==> images/layer_met1.png <==
Scale bar: 200 um.
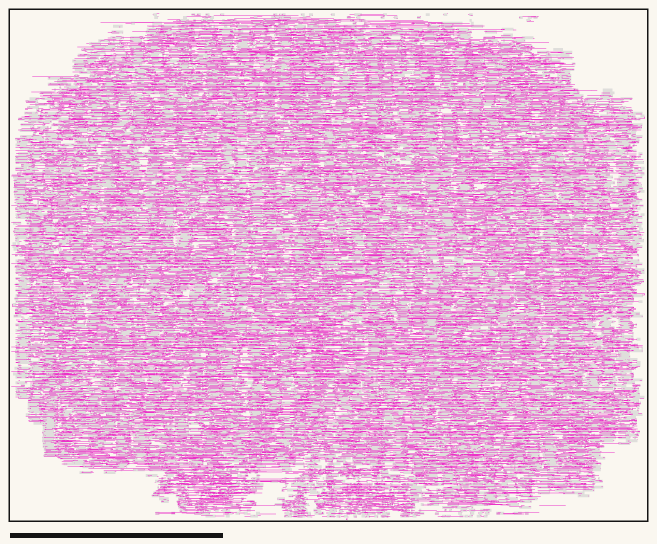
==> images/layer_met2.png <==
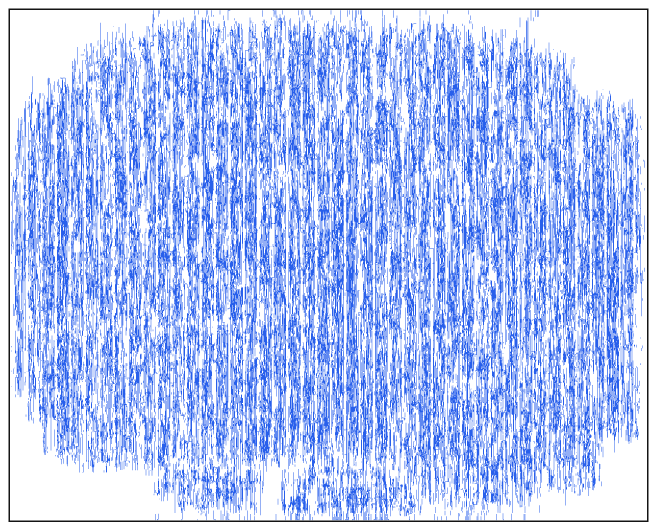
$ cat src/rtl/f2c_burst_fifo_if.sv
// Handshake bundle between the application stream, the burst FIFO and the tlp_send consumer.
interface f2c_burst_fifo_if;
  logic [63:0] appData_in;
  logic        appValid_in;
  logic        appReady_out;
  logic [63:0] f2cData_out;
  logic        f2cValid_out;
  logic        f2cReady_in;

  modport slave (
    input  appData_in, appValid_in, f2cReady_in,
    output appReady_out, f2cData_out, f2cValid_out
  );

  modport master (
    output appData_in, appValid_in, f2cReady_in,
    input  appReady_out, f2cData_out, f2cValid_out
  );
endinterface

$ cat src/rtl/f2c_burst_fifo.sv
// FPGA->CPU DMA feeder: buffers the 64-bit app stream and releases it only in whole 16-QW bursts,
// padding a stalled partial burst after an idle timeout.
module f2c_burst_fifo #(
  parameter int unsigned DEPTH_BURSTS = 4,
  parameter int unsigned TIMEOUT      = 1024,
  parameter logic [63:0] PAD_WORD     = 64'hFFFF_FFFF_FFFF_FFFF
) (
  input  logic                                pcieClk_in,
  input  logic                                pcieReset_in,
  input  logic                                f2cReset_in,
  f2c_burst_fifo_if.slave                     dmaBus,
  output logic [$clog2(DEPTH_BURSTS*16):0]    level_out,
  output logic [31:0]                         padCount_out
);
  localparam int unsigned CAP = DEPTH_BURSTS * 16;
  localparam int unsigned AW  = $clog2(CAP);
  localparam int unsigned LW  = AW + 1;
  localparam int unsigned BW  = $clog2(DEPTH_BURSTS) + 1;

  typedef enum logic {S_FILL, S_PAD} state_t;

  state_t          state;
  logic [63:0]     mem [CAP];
  logic [AW-1:0]   wrPtr, rdPtr;
  logic [BW-1:0]   readyBursts;
  logic [31:0]     idleCnt;
  logic            clear, fillWr, padWr, wr, rd, commit, burstEnd;
  logic [63:0]     wrData;

  assign clear  = pcieReset_in || f2cReset_in;
  assign dmaBus.appReady_out = !clear && (state == S_FILL) && (level_out < LW'(CAP));
  assign fillWr = dmaBus.appValid_in && dmaBus.appReady_out;
  // Padding needs no level check: the partial burst being padded already owns its slots.
  assign padWr  = !clear && (state == S_PAD);
  assign wr     = fillWr || padWr;
  assign wrData = padWr ? PAD_WORD : dmaBus.appData_in;

  assign dmaBus.f2cValid_out = !pcieReset_in && (readyBursts != '0);
  assign dmaBus.f2cData_out  = mem[rdPtr];
  assign rd       = !clear && dmaBus.f2cReady_in && dmaBus.f2cValid_out;
  assign commit   = wr && (wrPtr[3:0] == 4'hF);
  assign burstEnd = rd && (rdPtr[3:0] == 4'hF);

  always_ff @(posedge pcieClk_in) begin
    if (wr) mem[wrPtr] <= wrData;
  end

  always_ff @(posedge pcieClk_in) begin
    if (clear) begin
      state        <= S_FILL;
      wrPtr        <= '0;
      rdPtr        <= '0;
      level_out    <= '0;
      readyBursts  <= '0;
      idleCnt      <= '0;
      padCount_out <= '0;
    end else begin
      if (wr) wrPtr <= wrPtr + AW'(1);
      if (rd) rdPtr <= rdPtr + AW'(1);
      level_out   <= level_out + LW'(wr) - LW'(rd);
      readyBursts <= readyBursts + BW'(commit) - BW'(burstEnd);

      unique case (state)
        S_FILL: begin
          // An empty fill index never ages, so an idle FIFO never pads.
          if (fillWr || wrPtr[3:0] == 4'h0) begin
            idleCnt <= '0;
          end else if (TIMEOUT != 0 && idleCnt == TIMEOUT - 1) begin
            idleCnt <= '0;
            state   <= S_PAD;
          end else begin
            idleCnt <= idleCnt + 32'd1;
          end
        end
        S_PAD: begin
          if (wrPtr[3:0] == 4'hF) begin
            state <= S_FILL;
            if (padCount_out != '1) padCount_out <= padCount_out + 32'd1;
          end
        end
        default: state <= S_FILL;
      endcase
    end
  end
endmodule

$ cat src/flat_wrapper.sv
// flat-port wrapper written by rule: the top's interface ports become plain ports
module f2c_burst_fifo_flat 
#(
  parameter int unsigned DEPTH_BURSTS = 4,
  parameter int unsigned TIMEOUT      = 1024,
  parameter logic [63:0] PAD_WORD     = 64'hFFFF_FFFF_FFFF_FFFF
)
  (pcieClk_in, pcieReset_in, f2cReset_in, level_out, padCount_out, dmaBus_appData_in, dmaBus_appValid_in, dmaBus_f2cReady_in, dmaBus_appReady_out, dmaBus_f2cData_out, dmaBus_f2cValid_out);
  f2c_burst_fifo_if dmaBus_i ();
  input  logic pcieClk_in;
  input  logic pcieReset_in;
  input  logic f2cReset_in;
  output logic [$clog2(DEPTH_BURSTS*16):0] level_out;
  output logic [31:0] padCount_out;
  input wire logic [$bits(dmaBus_i.appData_in)-1:0] dmaBus_appData_in;
  input wire logic [$bits(dmaBus_i.appValid_in)-1:0] dmaBus_appValid_in;
  input wire logic [$bits(dmaBus_i.f2cReady_in)-1:0] dmaBus_f2cReady_in;
  output wire logic [$bits(dmaBus_i.appReady_out)-1:0] dmaBus_appReady_out;
  output wire logic [$bits(dmaBus_i.f2cData_out)-1:0] dmaBus_f2cData_out;
  output wire logic [$bits(dmaBus_i.f2cValid_out)-1:0] dmaBus_f2cValid_out;
  assign dmaBus_i.appData_in = dmaBus_appData_in;
  assign dmaBus_i.appValid_in = dmaBus_appValid_in;
  assign dmaBus_i.f2cReady_in = dmaBus_f2cReady_in;
  assign dmaBus_appReady_out = dmaBus_i.appReady_out;
  assign dmaBus_f2cData_out = dmaBus_i.f2cData_out;
  assign dmaBus_f2cValid_out = dmaBus_i.f2cValid_out;
  f2c_burst_fifo #(.DEPTH_BURSTS(DEPTH_BURSTS), .TIMEOUT(TIMEOUT), .PAD_WORD(PAD_WORD)) u_core (.pcieClk_in(pcieClk_in), .pcieReset_in(pcieReset_in), .f2cReset_in(f2cReset_in), .dmaBus(dmaBus_i), .level_out(level_out), .padCount_out(padCount_out));
endmodule
$ cat config.mk
export PLATFORM = sky130hd
export DESIGN_NAME = f2c_burst_fifo_flat
export DESIGN_NICKNAME = d
export VERILOG_FILES = /design/src/rtl/f2c_burst_fifo_if.sv /design/src/rtl/f2c_burst_fifo.sv /design/src/flat_wrapper.sv
export SDC_FILE = /design/constraint.sdc
export NUM_CORES = 2
export LEC_CHECK = 0
export ABC_AREA = 1
export CORE_ASPECT_RATIO = 0.8
export CORE_MARGIN = 2
export CORE_UTILIZATION = 60
export CTS_CLUSTER_SIZE = 30
export DETAILED_ROUTE_END_ITERATION = 7
export GPL_TIMING_DRIVEN = 1
export PLACE_DENSITY_LB_ADDON = 0.2
export REMOVE_ABC_BUFFERS = 1
export SLEW_MARGIN = 20
export SYNTH_ARGS = -nofsm -noshare
export SYNTH_HDL_FRONTEND = slang
export SYNTH_SLANG_ARGS = --single-unit
$ cat constraint.sdc
create_clock -name pcieClk_in -period 9.28 [get_ports pcieClk_in]
set_input_delay 1.856 -clock pcieClk_in [delete_from_list [all_inputs] [get_ports pcieClk_in]]
set_output_delay 1.856 -clock pcieClk_in [all_outputs]
set_load 0.02 [all_outputs]
==> impl_metrics.yaml <==
# synthesis and place-and-route metrics
run:
  maxCapViolCount: 0
  warnings: 121
placement:
  port_buffers: 173
  place_hpwl_um: 249600
  dp_cells: 17420
  place.gp.congestion: 0.8681
  place_ws_ns: 2.137
  detailed_place.area_mm2: 0.1743
global_route:
  grt_pass1_vias: 108900
  grt_max_degree: 235
  gr-total-overflow: 0
  grt_pass1_wl_um: 711800
  antenna_found_initial: 8
  grt_usage: 0.3360
clock_network:
  cts_setup_buffers: 0
  clockBufferDepth: 4
  cts_root_buffer: "clkbuf_16"
  ctsHoldBuffers: 0
  clk_latency_ns: 0.93
  clock_sinks: 4189
  h-tree-depth: 5
  numCtsBuffers: 397
  clk_transition_reported_paths_ns: 0.06
  cts_resized: 0
  cts_tree: "yes"
drt:
  dr.pass1.iters: 7
  drc: 0
  ant_nets: 0
  avgRoutedWirePerCell_um: 26.93
  drtIter0Drc: 18780
  routed_via_density: 6.383
hold_path:
  hold_start: "u_core.rdPtr[2]"
  holdPathStages: 2
  hp-class: "reg -> reg"
pwr:
  p_int_mw: 30.18
  cellLeakagePower_nw: 64.75
  clkPwrFrac: 0.434
  sw_frac_of_total: 0.1962
  switching_power_mw: 7.366
  ir_worst_vdd_uv: 185.1
  p_seq_frac: 0.553
  combPwrFrac: 0.013
  power.density_mw_per_mm2: 200.4
worst_setup_path:
  critical_path_class: "reg -> out"
  r2r_slack_ns: 4.34
  arrival_ns: 5.48
  critPathMaxFanout: 121
  required_ns: 7.42
  reg2reg_depth: 8
  crit_path_cell_trace: "buf_12 -> buf_4 -> nand2_1 -> nand3_1 -> nand3_1 -> nand3_1 -> nand3_1 -> nand2_1 -> nand2_1 -> nand2_1 -> clkdlybuf4s50_1"
  crit_slowest_cell: "buf_4"
  critPathLaunchType: "flop"
  r2r_end: "u_core.mem[40][15]"
  end_kind: "output pin"
  slowest_delay_ns: 0.90
  r2r_start: "u_core.state"
synthesis:
  edf_count: 4096
  ys_seq_share: 0.7380
  ys_sh_mux: 0
  xor_area_frac: 0.001760
  adder_share: 0.001272
  postSynthCellCount: 14210
  ys_sh_simple: 0.2276
  top_logic_kind: "simple AND/OR/NAND/NOR gates"
  ys_warn_count: 0
  ys_chip_area_mm2: 0.1692
  synthArstFlopShare: 0
  synthAoiAreaFrac: 0.002951
  syn_area_mm2: 0.1692
  ys_ff: 4189
  ys_types: 36
  synth_area_per_cell_um2: 11.91
  flop_cell: "edfxtp_1"
  ys_cells: 14210
final_timing:
  hold_violations: 0
  slew_headroom: 0.2043
  fin_worst_skew_ns: 0.05023
  setup_slack_ns: 1.947
  max_freq_mhz: 136.4
  rsz0062_at_grt: "no"
  drv_slew: 0
  finalCritPeriodShare: 0.7902
  tightest_slew_ns: 1.194
  setup_viol: 0
  finalCriticalPeriod_ns: 7.333
cells_and_area:
  stdcell_area_mm2: 0.1873
  fin_util: 0.6675
  area_growth_pct: 10.71
  mostFrequentLayoutCells: "nand2_1 (4,682), edfxtp_1 (4,096), nand3_1 (3,882)"
  final_common_cell: "nand2_1"
  nets: 14210
  drive_above_1_share: 0.06780
  final_cells: 18140
floorplan:
  die-area_mm2: 0.2863
  num_rows: 174
  pin_count: 174
  die_w_um: 597.7
  core_area_mm2: 0.2806
  fp_util: 0.6029
  die_y_um: 478.9
status:
  outcome: "finished clean"
Back to the opening pictures, layer_met1.png:
main direction	horizontal
longest straight run	241 um
nets with wire on the layer	13,163
GRT met1 Usage: 0.4826
vias post-DR: 115.8k

Back to the opening pictures, layer_met2.png:
main direction	vertical
wire length on this layer	217 mm
grt met2 use: 0.5064
WL final: 488,500 um

==> registers in the layout, summed over array words and instances, names as in the netlist, named ones only <==
name / cells
u_core.padCount_out: 32
u_core.wrPtr: 6
u_core.rdPtr: 6
u_core.state: 1
u_core.readyBursts: 3
u_core.idleCnt: 32
u_core.mem: 4096
u_core.level_out: 7
==> critical path: cells and delay by family, from the launching register on <==
family | cells | cell delay [ns]
buffers and inverters | 3 | 2.03
and+or+nand+nor | 8 | 1.40
DFF | 1 | 0.84
==> cells in the mapped netlist (all sizes together) (2+ instances only) <==
master / number / area (um2)
nand2: 4685 / 17590
edfxtp: 4096 / 123000
nand3: 3884 / 19450
buf: 738 / 3782
clkbuf: 182 / 683.2
nor2: 178 / 698.2
dfxtp: 93 / 1862
inv: 90 / 337.8
or2: 64 / 400.4
a21oi: 47 / 235.2
o21ai: 37 / 185.2
xor2: 28 / 245.2
nand4: 18 / 143.9
nor3: 18 / 90.09
nand3b: 15 / 112.6
ha: 14 / 175.2
o22ai: 8 / 50.05
xnor2: 6 / 52.55
fa: 2 / 40.04
o21bai: 2 / 15.01
==> cell families after synthesis <==
kind of cell,count (synthesis)
buffers and inverters,1011
and+or+nand+nor,8864
xor gates and xnor gates,34
AOI/OAI and AO/OA,96
adders and majority gates,16
DFF,4189
==> area by class of cell <==
cell class,instances,area [um2]
flip-flops and latches,4189,124900
clock buffers,488,10520
fillers,19540,93320
diodes,2,5.005
multi-input cells,9010,40020
inverters,91,397.9
repair buffers,436,4504
well taps,3696,4624
clock inverters,225,2351
==> power groups by stage <==
stage / registers, mW / logic, mW / clock network, mW
finish: 20.8 / 0.486 / 16.3
floorplan: 21.2 / 0.194 / 0
CTS: 20.8 / 0.477 / 16.4
detailed placement: 21.2 / 0.477 / 0
global route: 20.8 / 0.508 / 17.1
global placement: 21.2 / 0.459 / 0
==> metrics by stage <==
| step | hold WS [ns] | total power [mW] | TNS (ns) |
|---|---|---|---|
| global route | 0.5162 | 38.32 | 0 |
| floorplan | 0.4578 | 21.36 | -5882.83 |
| CTS | 0.4906 | 37.59 | 0 |
| global placement | 0.4613 | 21.62 | 0 |
| detailed placement | 0.4800 | 21.64 | 0 |
| finish | 0.4910 | 37.55 | 0 |
==> worst max path at each step <==
stage                     slack, ns                endpoint         start  depth (start not counted)
after floorplan              -87.73  dmaBus_f2cData_out[12]          flop                          9
after global placement         2.17       u_core.mem[1][61]  pcieReset_in                         11
after detailed placement       2.14      u_core.mem[40][28]   f2cReset_in                         11
after CTS                      2.00  dmaBus_f2cData_out[34]          flop                         11
after global routing           1.83  dmaBus_f2cData_out[34]          flop                         11
final                          1.95  dmaBus_f2cData_out[34]          flop                         11
==> per-layer routing <==
| layer | up-vias | global-route usage | routed length, um |
|---|---|---|---|
| met1 | 56010 | 0.4826 | 183300 |
| met3 | 1139 | 0.06403 | 63340 |
| met2 | 8413 | 0.5064 | 217400 |
| li1 | 50210 | - | - |
| met5 | - | 0 | 7 |
| met4 | 2 | 0.1478 | 24340 |
Power figures rest on the tool's default switching activity, not on a simulated workload.
